$ cat src/rtl/cyx_demux_pkg.sv
// Shared types for the 1:2 stream demux: FSM state, beat layout and buffer depth.
package cyx_demux_pkg;

  localparam int DATA_W    = 32;
  localparam int BUF_DEPTH = 2;
  localparam int CNT_W     = $clog2(BUF_DEPTH + 1);

  typedef enum logic {
    IDLE   = 1'b0,
    IN_PKT = 1'b1
  } demux_state_e;

  typedef struct packed {
    logic              last;
    logic [DATA_W:0]   data;
  } beat_t;

endpackage

$ cat src/rtl/cyx_skid_buf.sv
// Two-entry registered FIFO holding {last, data} beats for one demux output port.
module cyx_skid_buf
  import cyx_demux_pkg::*;
#(
  parameter int WIDTH = 32
) (
  input  logic             clk,
  input  logic             rst_n,
  input  logic             push_i,
  input  logic             push_last_i,
  input  logic [WIDTH:0]   push_data_i,
  input  logic             ready_i,
  output logic             valid_o,
  output logic             last_o,
  output logic [WIDTH:0]   data_o,
  output logic [CNT_W-1:0] count_o
);

  logic [WIDTH:0]   data_q [BUF_DEPTH];
  logic             last_q [BUF_DEPTH];
  logic             rd_ptr_q, rd_ptr_d;
  logic             wr_ptr_q, wr_ptr_d;
  logic [CNT_W-1:0] count_q, count_d;
  logic             push_ok;
  logic             pop;

  // The top never pushes into a full buffer; the guard keeps the FIFO safe regardless.
  assign push_ok = push_i && (count_q != CNT_W'(BUF_DEPTH));
  assign pop     = valid_o && ready_i;

  always_comb begin
    rd_ptr_d = rd_ptr_q;
    wr_ptr_d = wr_ptr_q;
    count_d  = count_q;
    if (push_ok) begin
      wr_ptr_d = ~wr_ptr_q;
    end
    if (pop) begin
      rd_ptr_d = ~rd_ptr_q;
    end
    case ({push_ok, pop})
      2'b10:   count_d = count_q + CNT_W'(1);
      2'b01:   count_d = count_q - CNT_W'(1);
      default: count_d = count_q;
    endcase
  end

  always_ff @(posedge clk or negedge rst_n) begin
    if (!rst_n) begin
      for (int i = 0; i < BUF_DEPTH; i++) begin
        data_q[i] <= '0;
        last_q[i] <= 1'b0;
      end
      rd_ptr_q <= 1'b0;
      wr_ptr_q <= 1'b0;
      count_q  <= '0;
    end else begin
      rd_ptr_q <= rd_ptr_d;
      wr_ptr_q <= wr_ptr_d;
      count_q  <= count_d;
      if (push_ok) begin
        data_q[wr_ptr_q] <= push_data_i;
        last_q[wr_ptr_q] <= push_last_i;
      end
    end
  end

  assign valid_o = (count_q != '0);
  assign data_o  = data_q[rd_ptr_q];
  assign last_o  = last_q[rd_ptr_q];
  assign count_o = count_q;

endmodule

$ cat src/rtl/cyx_stream_demux.sv
// Routes a valid/ready packet stream to one of two buffered outputs; the
// destination is latched on the first beat and held until the last beat.
module cyx_stream_demux
  import cyx_demux_pkg::*;
#(
  parameter int WIDTH = 32
) (
  input  logic           clk,
  input  logic           rst_n,
  input  logic           in_valid_i,
  output logic           in_ready_o,
  input  logic [WIDTH:0] in_data_i,
  input  logic           in_seln_i,
  input  logic           in_last_i,
  output logic           out0_valid_o,
  input  logic           out0_ready_i,
  output logic [WIDTH:0] out0_data_o,
  output logic           out0_last_o,
  output logic           out1_valid_o,
  input  logic           out1_ready_i,
  output logic [WIDTH:0] out1_data_o,
  output logic           out1_last_o,
  output logic           busy_o,
  output logic           cur_sel_o
);

  demux_state_e     state_q, state_d;
  logic             cur_sel_q, cur_sel_d;
  logic             sel;
  logic             accept;
  logic [CNT_W-1:0] count0, count1;
  logic             push0, push1;

  assign sel = (state_q == IDLE) ? in_seln_i : cur_sel_q;

  // Ready looks only at registered occupancy, so a full buffer stays closed even
  // in a cycle where the consumer is draining it.
  assign in_ready_o = sel ? (count1 < CNT_W'(BUF_DEPTH))
                          : (count0 < CNT_W'(BUF_DEPTH));
  assign accept     = in_valid_i && in_ready_o;
  assign push0      = accept && !sel;
  assign push1      = accept &&  sel;

  always_comb begin
    state_d   = state_q;
    cur_sel_d = cur_sel_q;
    if (accept) begin
      case (state_q)
        IDLE: begin
          cur_sel_d = in_seln_i;
          if (!in_last_i) begin
            state_d = IN_PKT;
          end
        end
        IN_PKT: begin
          if (in_last_i) begin
            state_d = IDLE;
          end
        end
        default: state_d = IDLE;
      endcase
    end
  end

  always_ff @(posedge clk or negedge rst_n) begin
    if (!rst_n) begin
      state_q   <= IDLE;
      cur_sel_q <= 1'b0;
    end else begin
      state_q   <= state_d;
      cur_sel_q <= cur_sel_d;
    end
  end

  assign busy_o    = (state_q == IN_PKT);
  assign cur_sel_o = cur_sel_q;

  cyx_skid_buf #(.WIDTH(WIDTH)) u_buf0 (
    .clk         (clk),
    .rst_n       (rst_n),
    .push_i      (push0),
    .push_last_i (in_last_i),
    .push_data_i (in_data_i),
    .ready_i     (out0_ready_i),
    .valid_o     (out0_valid_o),
    .last_o      (out0_last_o),
    .data_o      (out0_data_o),
    .count_o     (count0)
  );

  cyx_skid_buf #(.WIDTH(WIDTH)) u_buf1 (
    .clk         (clk),
    .rst_n       (rst_n),
    .push_i      (push1),
    .push_last_i (in_last_i),
    .push_data_i (in_data_i),
    .ready_i     (out1_ready_i),
    .valid_o     (out1_valid_o),
    .last_o      (out1_last_o),
    .data_o      (out1_data_o),
    .count_o     (count1)
  );

endmodule

$ cat config.mk
export PLATFORM = sky130hd
export DESIGN_NAME = cyx_stream_demux
export DESIGN_NICKNAME = d
export VERILOG_FILES = /design/src/rtl/cyx_demux_pkg.sv /design/src/rtl/cyx_skid_buf.sv /design/src/rtl/cyx_stream_demux.sv
export SDC_FILE = /design/constraint.sdc
export NUM_CORES = 1
export LEC_CHECK = 0
export CAP_MARGIN = 20
export CORE_UTILIZATION = 50
export DETAILED_ROUTE_END_ITERATION = 8
export PLACE_DENSITY = 0.76
export SKIP_CTS_REPAIR_TIMING = 1
export SKIP_LAST_GASP = 1
export SLEW_MARGIN = 20
export SYNTH_ARGS = -nofsm -noshare
export SYNTH_HDL_FRONTEND = slang
export SYNTH_SLANG_ARGS = --single-unit
$ cat constraint.sdc
create_clock -name clk -period 2 [get_ports clk]
set_clock_uncertainty 0.05 [all_clocks]
set_input_delay 0.3 -clock clk [delete_from_list [all_inputs] [get_ports clk]]
set_output_delay 0.3 -clock clk [all_outputs]
set_load 0.005 [all_outputs]
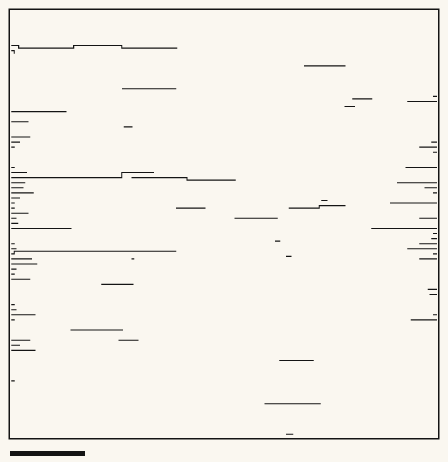
**Above:** run 1 (the metal 3 layer).
Scale bar: 20 um.
share of all routed wire = 3.8%
nets with wire on the layer = 64
wire length on this layer = 501 um
main direction = horizontal

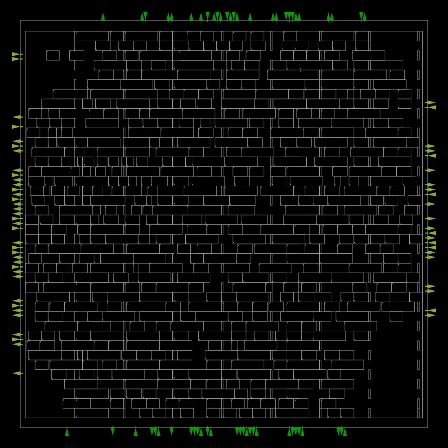
**Above:** run 1 (placed standard cells).
Tapcells: 168
fill count: 853
Non-Filler Instances: 729

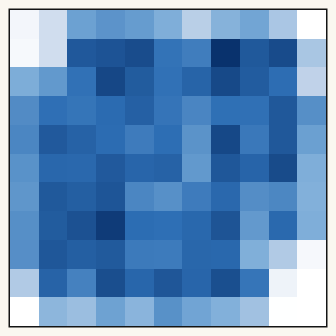
**Above:** run 1 (placement density heat map).
The die is cut into 11 by 11 equal tiles; white is low, dark blue is high, 0 to 100% covered.
fullest tile = 99%
nearly empty tiles = 4.1%
emptiest ninth of the die = south-east

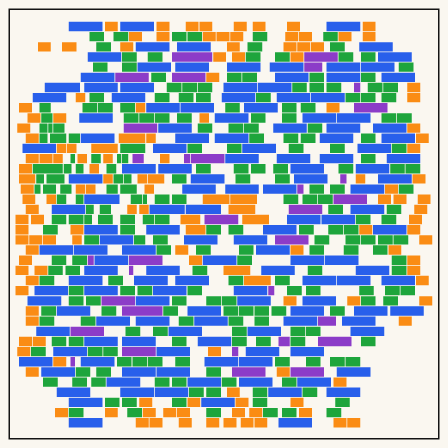
**Above:** run 1 (placement by cell class).
remaining buffers and delay cells -> orange  # cells 144
combinational and other logic -> green  # cells 239
clock drivers and dummy loads -> purple  # cells 32
sequential cells -> blue  # cells 146

-- run 1: synth_stat cells (2+ instances only) --
cell	n	area, um2
mux2_2	175	1971
dfrtp_1	146	3654
mux2_1	29	326.6
buf_2	11	55.05
clkbuf_1	7	26.28
xnor2_1	5	43.79
xor2_1	4	35.03
buf_6	3	33.78
or2_2	3	18.77
and2_1	2	12.51
ha_1	2	25.02
mux2i_1	2	20.02
nand2_1	2	7.510
nand2b_1	2	12.51
nor2_1	2	7.510
-- run 1: layout make-up --
cell class	count	share of cell area (%)
repair buffers	144	17.45
well taps	168	2.469
clock buffers	21	5.409
multi-input cells	239	30.38
clock inverters	11	1.323
flip-flops and latches	146	42.97
-- run 1: through the flow --
| step | util [%] | power (uW) | setup WS [ns] | cell area [um2] | std cells |
|---|---|---|---|---|---|
| 3_5_place_dp | 64.67 | 11860 | -0.1693 | 7865 | 692 |
| 6_report | 70.00 | 14980 | -0.2086 | 8513 | 729 |
| 3_3_place_gp | 64.67 | 11620 | -0.1544 | 7865 | 692 |
| 4_1_cts | 69.38 | 15010 | -0.2906 | 8438 | 724 |
| 5_1_grt | 70.00 | 15840 | -0.2539 | 8513 | 729 |
| 2_1_floorplan | - | 8473 | 0.1360 | 6337 | 407 |
-- run 1: layout by cell type, fill, tap and decap left out, drive strengths merged --
| master | instances |
|---|---|
| dlymetal6s2s | 2 |
| dlygate4sd3 | 1 |
| bufinv | 2 |
| nand2 | 2 |
| or3 | 1 |
| and3 | 1 |
| o21ai | 1 |
| and2 | 2 |
| buf | 32 |
| nand2b | 2 |
| a31oi | 1 |
| nand3b | 1 |
| or2 | 3 |
| o21bai | 1 |
| nor2b | 1 |
| a21oi | 1 |
| mux2 | 204 |
| clkdlybuf4s50 | 109 |
| dfrtp | 146 |
| a22o | 1 |
| nor3b | 1 |
| nor2 | 2 |
| xnor2 | 5 |
| mux2i | 3 |
| clkbuf | 21 |
| xor2 | 4 |
| clkinv | 9 |
| ha | 2 |
-- run 1: registers in the layout, indices dropped and copies added (netlist names), 2 cells and up --
register,flops
u_buf1.last_q,2
u_buf0.count_o,2
u_buf1.data_q,66
u_buf0.last_q,2
u_buf0.data_q,66
u_buf1.count_o,2
-- run 1: critical path, cell delays in order (launching register included) --
cell and delay, ns:
dfrtp_2 0.41, buf_12 0.19, mux2_2 0.38, clkdlybuf4s50_1 0.45
-- run 1: worst max-delay path by stage --
| stage | end | slack, ns | cells after the start |
|---|---|---|---|
| CTS | in_ready_o | -0.29 | 3 |
| global route | out1_data_o[25] | -0.25 | 3 |
| floorplan | u_buf0.data_q[10]$_DFFE_PN0P_ | 0.14 | 5 |
| global placement | in_ready_o | -0.15 | 4 |
| detailed placement | u_buf1.data_q[62]$_DFFE_PN0P_ | -0.17 | 5 |
| finish | out1_last_o | -0.21 | 3 |
-- run 1: power by group through the flow --
stage | clock network (uW) | registers [uW] | logic [uW]
2_1_floorplan | 0 | 4970 | 3500
3_3_place_gp | 0 | 5130 | 6490
3_5_place_dp | 0 | 5260 | 6600
4_1_cts | 3110 | 5220 | 6680
5_1_grt | 3230 | 5420 | 7190
6_report | 3050 | 5230 | 6700
==> qor.csv, run 1 <==
stage;metric;value;unit
pwr;Switch Pwr;4158;uW
pwr;switch share;27.75;%
job;tool warnings;27;
sta;unrepaired setup endpoints after global routing;true;
synth;Synth Area in Adders;0.3949;%
clock_network;CTS Buf Count;17;
route;total iterations of the first detailed-routing run;4;
sta;TNS Setup;-11.13;ns
synth;Cell Type Count;27;
sta;final hold vios;0;
sta;hold_ws;0.3383;ns
sta;Final Slew Violations;0;
global_route;initial antenna violation count;0;
die;chip area;13130;um2
synth;number of enable flip-flop cells;0;
route;initial drt markers;144;
global_route;grt ovf;0;
synth;syn_nets;449;
status;outcome;complete, but fails checks;
critical_path;Crit Reg-Reg Startpoint;busy_o$_DFFE_PN0N_;
pwr;VDD IR max;836.1;uV
clock_network;CTS tree;built;
synth;Post-Synth Simple-Gate Area;1.540;%
critical_path;worst r2r path cells;5;
job;Max Cap Violations;0;
critical_path;setup slack, reg-to-reg;0.01;ns
sta;max_slew headroom;67.16;%
synth;Synth Area per Inst;15.57;um2
clock_network;H-tree levels;4;
die;Die Span Y;114.6;um
layout;register area;3659;um2
worst_hold_path;HP Class;primary input to asynchronous set/reset pin;
clock_network;Clk pin slew, worst setup/hold paths;0.06;ns
synth;Async SR Flop Fraction;100.0;%
pwr;Flop pwr share;34.9;%
pwr;PwrDens;1760;nW/um2
critical_path;CP startpoint;u_buf1.rd_ptr_q$_DFFE_PN0P_;
global_route;global route hottest layer;met2;
place;Detail Placement HPWL;8.870;mm
status;failing checks;setup timing;
synth;mux cell area share after synthesis;36.78;%
global_route;vias in the first global route;4306;
sta;# setup viols final;67;
layout;# diodes;0;
route;Vias/cell;5.280;
sta;final worst setup slack;-0.2086;ns
sta;f_max;0.4528;GHz
clock_network;Max Buffers Root-to-Sink;2;
synth;Cells after Synth;407;
clock_network;CTS root buffer;clkbuf_16;
critical_path;Crit. End Element;output port;
pwr;Leakage;0.003656;uW
synth;synthesis area per yosys;6337;um2
## Run 2: what changed since run 1
- CTS_CLUSTER_DIAMETER: unset -> 40
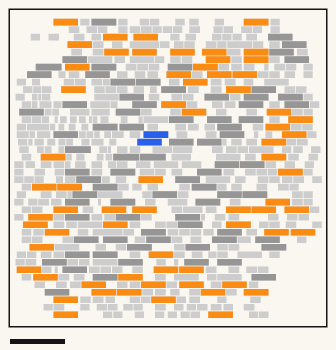
**Above:** run 2 (register map, names as in the netlist).
Scale bar: 20 um. Other sequential cells in the stronger grey, the rest of the logic in the fainter grey.
`u_buf1.data_q` -> orange  # placed flops 66, where widely spread
`u_buf1.last_q` -> blue  # placed flops 2

==> qor.csv, run 2 <==
stage;metric;value;unit;change
status;outcome;complete, but fails checks;;
status;failing checks;setup timing;;
critical_path;max incr delay on CP;0.45;ns;about the same
layout;most frequent cells in the layout;mux2_2, dfrtp_1, clkdlybuf4s50_1, mux2_1, buf_4;;
place;placed cells;692;;unchanged
sta;hold_ws;0.3383;ns;unchanged
critical_path;CP cell instances;buf_12 > mux2_2 > clkdlybuf4s50_1;;
sta;final hold vios;0;;unchanged
synth;Commonest cells post-synth;mux2_2, dfrtp_1, mux2_1, buf_2, clkbuf_1;;
synth;top cell type's share of synthesized area;57.65;%;unchanged
sta;f_max;0.4528;GHz;unchanged
route;Vias/cell;5.280;;unchanged
job;tool warnings;27;;unchanged
sta;max_slew headroom;67.16;%;unchanged
die;Die Span Y;114.6;um;unchanged
synth;Synth Area in Adders;0.3949;%;unchanged
synth;syn_nets;449;;unchanged
layout;# diodes;0;;unchanged
global_route;initial antenna violation count;0;;unchanged
layout;Non-Filler Instances;729;;unchanged
synth;Synth Area per Inst;15.57;um2;unchanged
pwr;VDD IR max;836.1;uV;unchanged
route;total iterations of the first detailed-routing run;4;;unchanged
critical_path;Slowest cell on crit path;clkdlybuf4s50_1;;
global_route;vias in the first global route;4306;;unchanged
synth;Cells after Synth;407;;unchanged
global_route;grt ovf;0;;unchanged
sta;# setup viols final;67;;unchanged
layout;Regs by FF count;u_buf0.data_q: 66 flops, u_buf1.data_q: 66 flops;;
sta;final worst setup slack;-0.2086;ns;unchanged
synth;cell type with the largest total area;dfrtp_1;;
clock_network;CTS Buf Count;17;;unchanged
die;chip area;13130;um2;unchanged
synth;Post-Synth Simple-Gate Area;1.540;%;unchanged
sta;Final Slew Violations;0;;unchanged
clock_network;Max Buffers Root-to-Sink;2;;unchanged
worst_hold_path;HP Class;primary input to asynchronous set/reset pin;;
critical_path;Crit. End Element;output port;;
pwr;Switch Pwr;4158;uW;unchanged
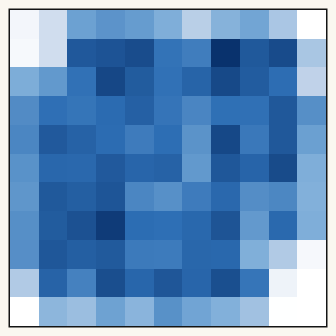
**Above:** run 2 (placement density heat map).
The die is cut into 11 by 11 equal tiles; white is low, dark blue is high, 0 to 100% covered.
fullest tile = 99%
emptiest ninth of the die = south-east
nearly empty tiles = 4.1%
mean over tiles = 63%
tiles over 75% full = 42%

==> run 2: cell counts after synthesis <==
No cell type changed its count.
==> run 2: cells by family (layout without fill, tap and decap cells) <==
kind of cell | Yosys count | count (layout)
mux | 207 | 207
flops | 146 | 146
buf+inv | 22 | 176
simple gates | 16 | 16
xor+xnor | 9 | 9
compound gates | 5 | 5
fa+ha+maj | 2 | 2
==> run 2: layout make-up <==
class	count	area, um2
Sequential cell	146	3659
Fill cell	853	3649
Multi-Input combinational cell	239	2586
Timing Repair Buffer	144	1485
Clock buffer	21	460.4
Tap cell	168	210.2
Clock inverter	11	112.6
==> run 2: final timing paths <==
check	from	endpoint	slack, ns	cells past startpoint
worst min register to register	u_buf0.count_o[1]$_DFFE_PN0P_	u_buf0.count_o[1]$_DFFE_PN0P_	0.43	1
min in group clk	u_buf0.count_o[1]$_DFFE_PN0P_	u_buf0.count_o[1]$_DFFE_PN0P_	0.43	1
worst min-delay path	rst_n	u_buf1.data_q[35]$_DFFE_PN0P_	0.34	2
worst max register to register	busy_o$_DFFE_PN0N_	u_buf1.data_q[53]$_DFFE_PN0P_	0.01	5
worst max-delay path	u_buf1.rd_ptr_q$_DFFE_PN0P_	out1_last_o	-0.21	3
max in group asynchronous	rst_n	u_buf0.data_q[49]$_DFFE_PN0P_	0.91	3
==> run 2: power groups by stage <==
| stage | sequential [uW] | clock, uW | combinational, uW |
|---|---|---|---|
| floorplan | 4970 | 0 | 3500 |
| global placement | 5130 | 0 | 6490 |
| detailed placement | 5260 | 0 | 6600 |
| CTS | 5220 | 3110 | 6680 |
| global route | 5420 | 3230 | 7190 |
| finish | 5230 | 3050 | 6700 |
==> run 2: per-layer routing <==
metal  part of all wire, %  global-route usage [%]
met5                     0                       0
met1                    45                   29.04
met4                   1.6                   9.610
met2                    49                   36.57
met3                   3.8                   5.294
==> run 2: critical path: cells and delay by family, from the launching register on <==
kind | cells | cell delay (ns)
buffers and inverters | 2 | 0.64
flip-flops | 1 | 0.41
multiplexers | 1 | 0.38
==> run 2: metrics by stage <==
step	cell area (um2)	setup slack, ns	util (%)	setup TNS (ns)	power (uW)
finish	8513	-0.2086	70.00	-11.13	14980
global route	8513	-0.2539	70.00	-15.57	15840
CTS	8438	-0.2906	69.38	-13.09	15010
detailed placement	7865	-0.1693	64.67	-12.57	11860
global placement	7865	-0.1544	64.67	-8.377	11620
floorplan	6337	0.1360	-	0	8473
## Run 3: what changed since run 2
- CORE_UTILIZATION: 50 -> 35
- PLACE_DENSITY: 0.76 -> unset
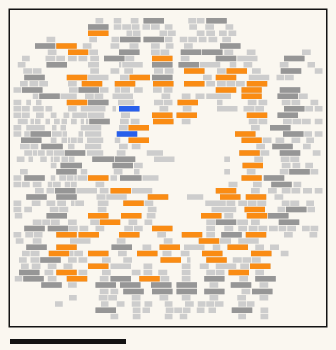
**Above:** run 3 (register map, names as in the netlist).
Scale bar: 50 um. Other sequential cells in the stronger grey, the rest of the logic in the fainter grey.
`u_buf1.last_q` -> blue  # placed flops 2
`u_buf1.data_q` -> orange  # placed flops 66

==> qor.csv, run 3 <==
stage;metric;value;unit;change
status;outcome;complete, but fails checks;;
status;failing checks;setup timing;;
critical_path;startpoint types;flip-flop;;
sta;fin crit share;112.7;%;
sta;f_max;0.4436;GHz;-2.0%
sta;final hold vios;0;;unchanged
layout;P&R area growth vs syn;36.90;%;
global_route;vias in the first global route;4188;;-2.7%
layout;Regs by FF count;u_buf0.data_q: 66 flops, u_buf1.data_q: 66 flops;;
route;total iterations of the first detailed-routing run;4;;unchanged
sta;min cycle time layout;2.254;ns;
place;Detail Placement HPWL;9.159;mm;
clock_network;Max Buffers Root-to-Sink;2;;unchanged
synth;synthesis area per yosys;6337;um2;
worst_hold_path;HP Class;primary input to asynchronous set/reset pin;;
job;tool warnings;27;;unchanged
die;Chip Width;136.6;um;
global_route;grt ovf;0;;unchanged
synth;top cell type's share of synthesized area;57.65;%;unchanged
layout;share of layout cells above drive strength 1;44.66;%;
synth;Post-Synth Simple-Gate Area;1.540;%;unchanged
job;Max Cap Violations;0;;
clock_network;worst skew pair latency;0.43;ns;
sta;Final Slew Violations;0;;unchanged
route;Vias/cell;4.825;;-8.6%
synth;syn_nets;449;;unchanged
synth;xor+xnor area frac;1.244;%;
synth;Commonest cells post-synth;mux2_2, dfrtp_1, mux2_1, buf_2, clkbuf_1;;
synth;number of enable flip-flop cells;0;;
global_route;first-pass GRT wire length;21.94;mm;
layout;Finished Core Util;49.64;%;-20 points
global_route;initial antenna violation count;0;;unchanged
sta;# setup viols final;85;;+27%
critical_path;CP Data Required Time;1.65;ns;
sta;actual slew at the worst max-slew pin;0.4322;ns;
layout;fin nets;591;;
sta;unrepaired setup endpoints after global routing;true;;
critical_path;Worst Path Arrival;1.90;ns;
synth;area fraction in compound gates;0.5133;%;
critical_path;Crit. End Element;output port;;
synth;Synth Area in Adders;0.3949;%;unchanged
synth;cell type with the largest total area;dfrtp_1;;
clock_network;CTS tree;built;;
place;placed cells;746;;+7.8%
synth;Synth Flop Type;dfrtp_1;;
route;post-route ant nets;0;;
layout;dominant logic cell type in the layout;mux2_2;;
die;# IOs;113;;
layout;# diodes;0;;unchanged
global_route;largest net degree at the start of global routing;47;;
place;I/O Buffers;112;;
die;fp_density;36.26;%;
sta;final worst setup slack;-0.2543;ns;-0.04572 ns
die;chip area;18650;um2;+42%
clock_network;CTS Buf Count;17;;unchanged
pwr;Total Power;15280;uW;+2.0%
critical_path;Setup Crit Path Kind;flip-flop to output port;;
synth;Synth Area per Inst;15.57;um2;unchanged
pwr;VDD IR max;751.4;uV;-10%
synth;Cells after Synth;407;;unchanged
clock_network;Clk pin slew, worst setup/hold paths;0.06;ns;
layout;most frequent cells in the layout;mux2_2, dfrtp_1, clkdlybuf4s50_1, mux2_1, buf_4;;
synth;mux cell area share after synthesis;36.78;%;
synth;Seq share, synth;57.65;%;
die;Die Span Y;136.6;um;+19%
sta;max_slew headroom;71.19;%;+4.0 points
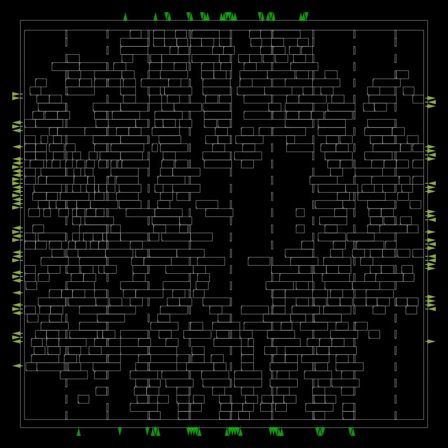
**Above:** run 3 (placed standard cells).
row cnt: 48
fill count: 1488
Core Box Area: 17480 um2
Non-Filler Instances: 787
flop count: 146

[run 3: cell counts after synthesis]
Identical to the previous run, type by type.
[run 3: final cells by class]
| class | count | area [um2] |
|---|---|---|
| tap | 225 | 281.5 |
| multi-input combinational | 239 | 2586 |
| clock inverter | 9 | 126.4 |
| fill | 1488 | 8801 |
| timing repair buffer | 145 | 1525 |
| sequential | 146 | 3659 |
| clock buffer | 23 | 498.0 |
[run 3: where the power goes]
part	internal, uW	switching, uW	total [uW]
Clock	2120	1190	3310
Sequential	4450	764	5220
Combinational	4520	2230	6760
[run 3: path summary, 6_finish.rpt]
path | startpoint | cells past startpoint | slack, ns | end
max | u_buf0.rd_ptr_q$_DFFE_PN0P_ | 3 | -0.25 | out0_data_o[17]
min | rst_n | 2 | 0.30 | u_buf0.data_q[34]$_DFFE_PN0P_
max reg2reg | busy_o$_DFFE_PN0N_ | 5 | -0.03 | u_buf1.data_q[62]$_DFFE_PN0P_
min reg2reg | u_buf0.wr_ptr_q$_DFFE_PN0N_ | 1 | 0.44 | u_buf0.wr_ptr_q$_DFFE_PN0N_
max in group asynchronous | rst_n | 3 | 0.96 | u_buf0.data_q[8]$_DFFE_PN0P_
min in group clk | u_buf0.wr_ptr_q$_DFFE_PN0N_ | 1 | 0.44 | u_buf0.wr_ptr_q$_DFFE_PN0N_
[run 3: through the flow]
step                      setup slack [ns]  cell area, um2  TNS (ns)  hold WS [ns]
after global placement             -0.1323            7939    -11.22        0.2088
after CTS                          -0.3691            8563    -18.09       -0.2482
after global routing               -0.3103            8676    -19.17        0.3463
after detailed placement           -0.1677            7939    -16.86        0.2080
after floorplan                     0.1360            6337         0      -0.04559
final                              -0.2543            8676    -13.93        0.3031
[run 3: kinds of logic (layout without fill, tap and decap cells)]
family	count (synthesis)	after routing
and+or+nand+nor	16	16
DFF	146	146
xor gates and xnor gates	9	9
AOI/OAI and AO/OA	5	5
muxes	207	207
adders and majority gates	2	2
buffers and inverters	22	177
[run 3: critical path: stages (launching register included)]
cell and delay [ns]:
dfrtp_2 0.45, buf_12 0.19, mux2_2 0.36, clkdlybuf4s50_1 0.46
[run 3: per-layer routing]
layer / track usage (%) / share of wire (%) / vias up
met5: 0 / 0 / -
li1: - / - / 1743
met2: 25.66 / 49 / 87
met1: 20.29 / 45 / 1951
met3: 4.556 / 4.4 / 16
met4: 6.173 / 1.4 / 0
Power is estimated from default activity; no workload was simulated.
